[config.mk]
export PLATFORM = sky130hd
export DESIGN_NAME = config_stream_loader_flat
export DESIGN_NICKNAME = d
export VERILOG_FILES = /design/src/rtl/config_stream_loader_if.sv /design/src/rtl/config_stream_loader.sv /design/src/flat_wrapper.sv
export SDC_FILE = /design/constraint.sdc
export NUM_CORES = 1
export LEC_CHECK = 0
export CAP_MARGIN = 20
export CORE_UTILIZATION = 30
export CTS_CLUSTER_SIZE = 20
export DETAILED_ROUTE_END_ITERATION = 16
export GPL_ROUTABILITY_DRIVEN = 0
export PLACE_DENSITY_LB_ADDON = 0.05
export SYNTH_ARGS = -nofsm -noshare
export SYNTH_HDL_FRONTEND = slang
export SYNTH_SLANG_ARGS = --single-unit
export TNS_END_PERCENT = 100
[constraint.sdc]
create_clock -name clk -period 2.4 [get_ports clk]
set_input_delay 0.24 -clock clk [delete_from_list [all_inputs] [get_ports clk]]
set_output_delay 0.24 -clock clk [all_outputs]
set_load 0.02 [all_outputs]
[src/rtl/config_stream_loader_if.sv]
// Byte-stream handshake and config broadcast bus of the config stream loader.
// The host side (deserializer / test driver) uses the master modport; the
// loader uses the slave modport.
interface config_stream_loader_if;

    logic [7:0]  in_byte;
    logic        in_valid;
    logic        in_ready;
    logic [31:0] config_addr;
    logic [31:0] config_data;

    modport master (
        output in_byte,
        output in_valid,
        input  in_ready,
        input  config_addr,
        input  config_data
    );

    modport slave (
        input  in_byte,
        input  in_valid,
        output in_ready,
        output config_addr,
        output config_data
    );

endinterface

[src/rtl/config_stream_loader.sv]
// Configuration stream loader.
// Takes a byte stream over valid/ready, assembles 8-byte records (address LSB
// first, then data LSB first) and broadcasts each (address, data) pair on the
// shared tile config bus for HOLD_CYCLES cycles. Tiles have no write strobe, so
// the bus is parked on NULL_ADDR at every other time, and at least one null
// cycle separates consecutive records. A record addressed to END_ADDR ends
// configuration; it is never driven onto the bus.
module config_stream_loader #(
    parameter int unsigned HOLD_CYCLES = 2,
    parameter logic [31:0] NULL_ADDR   = 32'hFFFF_FFFF,
    parameter logic [31:0] END_ADDR    = 32'hFFFF_FFFE
) (
    input  logic                         clk,
    input  logic                         reset,
    config_stream_loader_if.slave        bus,
    output logic                         busy,
    output logic                         config_done,
    output logic [15:0]                  record_count
);

    localparam logic [7:0] HoldLast = 8'(HOLD_CYCLES - 1);

    typedef enum logic [1:0] {
        StCollect,
        StDrive,
        StGap,
        StDone
    } state_e;

    state_e      state_q, state_d;
    logic [2:0]  idx_q, idx_d;
    logic [7:0]  hold_q, hold_d;
    // Bytes 0..6 of the record; byte 7 is taken straight from in_byte.
    logic [55:0] asm_q, asm_d;
    logic [31:0] addr_q, addr_d;
    logic [31:0] data_q, data_d;
    logic        ready_q, ready_d;
    logic        busy_q, busy_d;
    logic        done_q, done_d;
    logic [15:0] record_count_q, record_count_d;

    logic        xfer;
    logic [31:0] rec_addr;
    logic [31:0] rec_data;

    // ready_q is only ever set while in COLLECT, so it alone qualifies a transfer.
    assign xfer     = bus.in_valid & ready_q;
    // Bytes are shifted in from the top, so after 7 shifts byte 0 sits at [7:0].
    assign rec_addr = asm_q[31:0];
    assign rec_data = {bus.in_byte, asm_q[55:32]};

    // Next-state logic for the record FSM and its registered outputs.
    always_comb begin
        state_d        = state_q;
        idx_d          = idx_q;
        hold_d         = hold_q;
        asm_d          = asm_q;
        addr_d         = addr_q;
        data_d         = data_q;
        done_d         = done_q;
        record_count_d = record_count_q;

        unique case (state_q)
            StCollect: begin
                if (xfer) begin
                    if (idx_q != 3'd7) begin
                        asm_d = {bus.in_byte, asm_q[55:8]};
                        idx_d = idx_q + 3'd1;
                    end else begin
                        idx_d = 3'd0;
                        if (rec_addr == END_ADDR) begin
                            state_d = StDone;
                            done_d  = 1'b1;
                        end else begin
                            addr_d  = rec_addr;
                            data_d  = rec_data;
                            hold_d  = 8'd0;
                            state_d = StDrive;
                        end
                    end
                end
            end
            StDrive: begin
                if (hold_q == HoldLast) begin
                    addr_d  = NULL_ADDR;
                    data_d  = 32'd0;
                    state_d = StGap;
                    if (record_count_q != 16'hFFFF) begin
                        record_count_d = record_count_q + 16'd1;
                    end
                end else begin
                    hold_d = hold_q + 8'd1;
                end
            end
            StGap: begin
                state_d = StCollect;
            end
            StDone: begin
                state_d = StDone;
            end
            default: begin
                state_d = StCollect;
            end
        endcase

        ready_d = (state_d == StCollect);
        busy_d  = (state_d == StDrive) || (state_d == StGap) ||
                  ((state_d == StCollect) && (idx_d != 3'd0));
    end

    // State and output registers; reset parks the bus and drops any partial record.
    always_ff @(posedge clk or negedge reset) begin
        if (!reset) begin
            state_q        <= StCollect;
            idx_q          <= 3'd0;
            hold_q         <= 8'd0;
            asm_q          <= 56'd0;
            addr_q         <= NULL_ADDR;
            data_q         <= 32'd0;
            ready_q        <= 1'b0;
            busy_q         <= 1'b0;
            done_q         <= 1'b0;
            record_count_q <= 16'd0;
        end else begin
            state_q        <= state_d;
            idx_q          <= idx_d;
            hold_q         <= hold_d;
            asm_q          <= asm_d;
            addr_q         <= addr_d;
            data_q         <= data_d;
            ready_q        <= ready_d;
            busy_q         <= busy_d;
            done_q         <= done_d;
            record_count_q <= record_count_d;
        end
    end

    assign bus.in_ready    = ready_q;
    assign bus.config_addr = addr_q;
    assign bus.config_data = data_q;
    assign busy            = busy_q;
    assign config_done     = done_q;
    assign record_count    = record_count_q;

endmodule

[src/flat_wrapper.sv]
// flat-port wrapper written by rule: the top's interface ports become plain ports
module config_stream_loader_flat 
#(
    parameter int unsigned HOLD_CYCLES = 2,
    parameter logic [31:0] NULL_ADDR   = 32'hFFFF_FFFF,
    parameter logic [31:0] END_ADDR    = 32'hFFFF_FFFE
)
  (clk, reset, busy, config_done, record_count, bus_in_byte, bus_in_valid, bus_in_ready, bus_config_addr, bus_config_data);
  config_stream_loader_if bus_i ();
  input  logic clk;
  input  logic reset;
  output logic busy;
  output logic config_done;
  output logic [15:0] record_count;
  input wire logic [$bits(bus_i.in_byte)-1:0] bus_in_byte;
  input wire logic [$bits(bus_i.in_valid)-1:0] bus_in_valid;
  output wire logic [$bits(bus_i.in_ready)-1:0] bus_in_ready;
  output wire logic [$bits(bus_i.config_addr)-1:0] bus_config_addr;
  output wire logic [$bits(bus_i.config_data)-1:0] bus_config_data;
  assign bus_i.in_byte = bus_in_byte;
  assign bus_i.in_valid = bus_in_valid;
  assign bus_in_ready = bus_i.in_ready;
  assign bus_config_addr = bus_i.config_addr;
  assign bus_config_data = bus_i.config_data;
  config_stream_loader #(.HOLD_CYCLES(HOLD_CYCLES), .NULL_ADDR(NULL_ADDR), .END_ADDR(END_ADDR)) u_core (.clk(clk), .reset(reset), .bus(bus_i), .busy(busy), .config_done(config_done), .record_count(record_count));
endmodule
==> images/pins.png <==
Pins as bars across the die edge, other pins in grey.
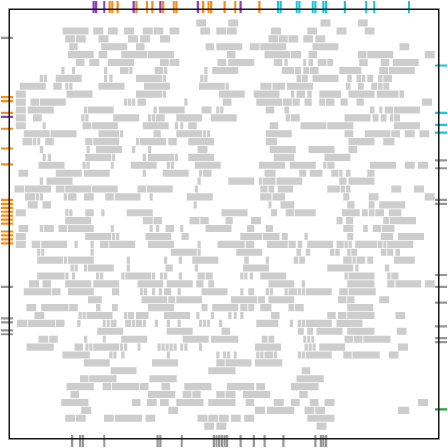
- cyan: record_count (pins 16; direction output; edge 12 top, 4 right)
- orange: bus_config_data (pins 32; direction output; edge 17 left, 15 top)
- green: reset (pins 1; direction input; edge right)
- purple: bus_in_byte (pins 8; direction input; edge 7 top, 1 left)

==> images/clock_map.png <==
The bar under the picture is 50 um long.
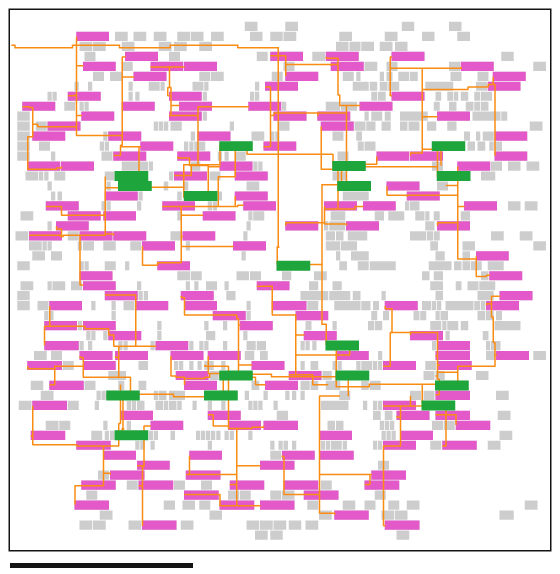
- orange: clock wires (length 2010 um)
- magenta: flip-flops (count 152)
- green: cells driving clock nets (count 17)
- flops lie: all over the die

==> images/metal_stack.png <==
The bar under the picture is 50 um long.
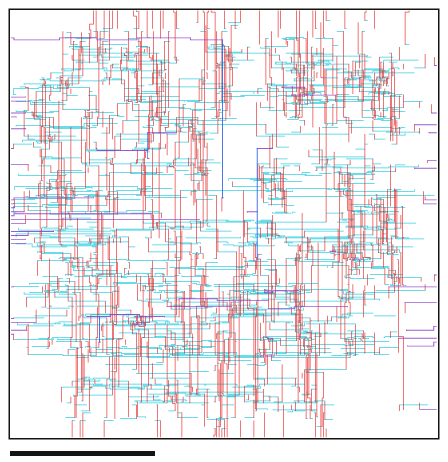
- cyan: met1 (wire length 7630 um)
- purple: met3 (wire length 608 um)
- blue: met4 (wire length 110 um)
- red: met2 (wire length 7330 um)

==> images/registers.png <==
Other sequential cells in the stronger grey, the rest of the logic in the fainter grey.
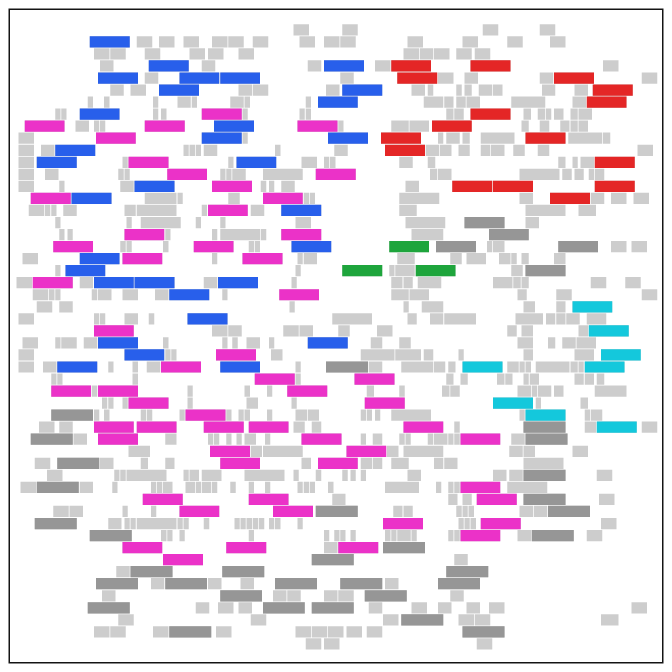
- red: u_core.record_count (placed flops 16)
- blue: u_core.bus.config_data (placed flops 32)
- magenta: u_core.asm_q (placed flops 56)
- green: u_core.idx_q (placed flops 3)
- cyan: u_core.hold_q (placed flops 8; where middle right)
- not coloured: 37

==> images/final_congestion.png <==
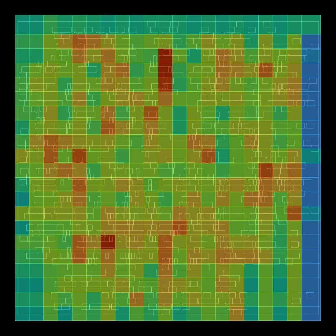
met3 Resource Use GR: 4.25%
final core utilization: 40.3%
Tot GR Track Use: 15.5%

==> impl_metrics.env <==
# flow metrics
export IMPL_max_stage_delay_ns=0.43
export IMPL_status="finished clean"
export IMPL_crit_slowest_cell="dfrtp_1"
export IMPL_antenna_found_initial=0
export IMPL_switchingPower_w=0.00392
export IMPL_largest_reg_flops=56
export IMPL_fin_skew_ns=0.0101
export IMPL_switching_share_pct=36.8
export IMPL_worst_pin_slew_ns=0.635
export IMPL_cap_violations=0
export IMPL_async_flop_share_pct=100
export IMPL_post_place_ws_ns=0.257
export IMPL_synth_seq_share_pct=60.7
export IMPL_overflow=0
export IMPL_area_dominant_class="flip-flops and latches"
export IMPL_nonClkBufAreaFrac_pct=14.2
export IMPL_n_antenna_cell=0
export IMPL_grt_first_pass_wirelength_mm=26.4
export IMPL_crit_chain="inv_1 -> ha_1 -> nor3b_2 -> nand3_4 -> buf_4 -> nor2_1 -> mux2_2"
export IMPL_ys_seq_elements=152
export IMPL_area_growth_pct=30.3
export IMPL_stdcell_area_mm2=0.00825
export IMPL_holdWs_ns=0.388
export IMPL_top_register="u_core.asm_q"
export IMPL_max_freq_ghz=0.469
export IMPL_fp_nets=581
export IMPL_power_share_clock_pct=23.5
export IMPL_grt_util_met1_pct=21.4
export IMPL_die_w_um=147
export IMPL_syn_area_mm2=0.00633
export IMPL_seq_share_pct=46.6
export IMPL_use_met2_pct=24.1
export IMPL_r2r_end="u_core.record_count[1]"
export IMPL_holdCritStartpoint="bus_in_byte[1]"
export IMPL_r2r_start="u_core.hold_q[1]"
export IMPL_via_count=4619
export IMPL_core_area_mm2=0.0205
export IMPL_port_buffers=93
export IMPL_ff_type="dfrtp_1"
export IMPL_most_common_layout_cells="nand2_1, dfrtp_1, clkdlybuf4s50_1"
export IMPL_ys_types=53
export IMPL_post_drt_wl_per_cell_um=16.5
export IMPL_fin_tns_setup_ns=0
export IMPL_power_frac_seq_pct=42.3
export IMPL_cp_startpoint="u_core.hold_q[1]"
export IMPL_min_to="u_core.asm_q[49]"
export IMPL_wl_met1_mm=7.63
export IMPL_buffers=116
export IMPL_rsz0062_at_grt="no"
export IMPL_die_area_mm2=0.0217
export IMPL_critical_path_top_delay_family="simple AND/OR/NAND/NOR gates"
export IMPL_drt_iter0_drc=200
export IMPL_start_kind="register"
export IMPL_required_ns=2.70
export IMPL_critPathCaptureType="register"
export IMPL_vias_per_cell=4.85
export IMPL_grt_pass1_vias=4790
export IMPL_pg_comb_w=0.00364
export IMPL_post_cts_setup_buffer_count=0
export IMPL_p_seq_w=0.00451
export IMPL_drc=0
export IMPL_largest_area_cell="dfrtp_1"
export IMPL_endpoint="u_core.record_count[1]"
export IMPL_crit_buf_inv=2
export IMPL_min_period_ns=2.13
export IMPL_fin_crit_sh_pct=88.8
export IMPL_cts_buffers=17
export IMPL_ys_cells=564
export IMPL_wl_met3_um=608
export IMPL_top_power_group="registers"
export IMPL_clkSinkCount=152
export IMPL_powerClk_w=0.00250
export IMPL_max_vdd_ir_drop_mv=0.513
export IMPL_logic_gate_count=376
export IMPL_cts_max_level=4
export IMPL_adder_share_pct=1.19
export IMPL_synth_avg_cell_area_um2=11.2
export IMPL_grt_start_max_net_pins=65
export IMPL_regArea_mm2=0.00384
export IMPL_cts_tree="built"
export IMPL_dp_hpwl_mm=10.2
export IMPL_powerDensity_mw_per_mm2=1290
export IMPL_slew_headroom_pct=57.7
export IMPL_netlist_logic_family_top="simple AND/OR/NAND/NOR gates"
export IMPL_critPathMaxFanout=11
export IMPL_clock_path_buffers=2
export IMPL_well_tap_count=270
export IMPL_enable_flop_cells=0
export IMPL_reg2reg_depth=7
export IMPL_n_all_inverters=6
export IMPL_combPwrFrac_pct=34.2
export IMPL_cts_resized=0
export IMPL_row_count=52
export IMPL_num_nets_final=686
export IMPL_whs_path_depth=3
export IMPL_highest_layer="met4"
export IMPL_clkSlewWorstSetupHoldPaths_ns=0.07
export IMPL_wl_met2_mm=7.33
export IMPL_clkCellAreaFrac_pct=6.75
export IMPL_synth_simple_gate_area_share_pct=19.9
export IMPL_drive_gt1_share_pct=15.5
export IMPL_postRouteAntennaNets=0
export IMPL_hold_class="input port to register"
export IMPL_slew_viol_final=0
export IMPL_insertion_delay_ns=0.42
export IMPL_layout_area_comb_mm2=0.00232
export IMPL_dieHeight_um=147
export IMPL_top_area_share_pct=47.4
export IMPL_finalPower_w=0.0106
export IMPL_root_buffer="clkbuf_16"
export IMPL_clock_buffers=18
export IMPL_ys_sh_aoi_pct=12.4
export IMPL_worstSetupPathType="register to register"
export IMPL_synthXorXnorAreaFrac_pct=1.94
export IMPL_finalNonFillerCells=952
export IMPL_setup_viol=0
export IMPL_final_fill_count=2029
export IMPL_synth_top_cells_by_count="nand2_1, dfrtp_1, a22o_1, dfstp_2, o22a_1"
export IMPL_placed_cells=919
export IMPL_final_common_cell="nand2_1"
export IMPL_intPower_w=0.00673
export IMPL_worstSetupPathDepth=7
export IMPL_cts_hold_buf=1
export IMPL_initCoreUtil_pct=30.9
export IMPL_openroad_warnings=27
export IMPL_synthTopCellsByArea="dfrtp_1, dfstp_2, nand2_1"
export IMPL_ios=94
export IMPL_wl_mm=15.7
export IMPL_ys_warn_count=0
export IMPL_netlist_instances=564
export IMPL_most_common_cell="nand2_1"
export IMPL_setup_ws_ns=0.270
export IMPL_hold_viol_final=0
export IMPL_place_area_mm2=0.00768
export IMPL_comb_cell_share_pct=28.1
export IMPL_r2r_slack_ns=0.27
export IMPL_first_pass_iters=4
export IMPL_flop_count=152
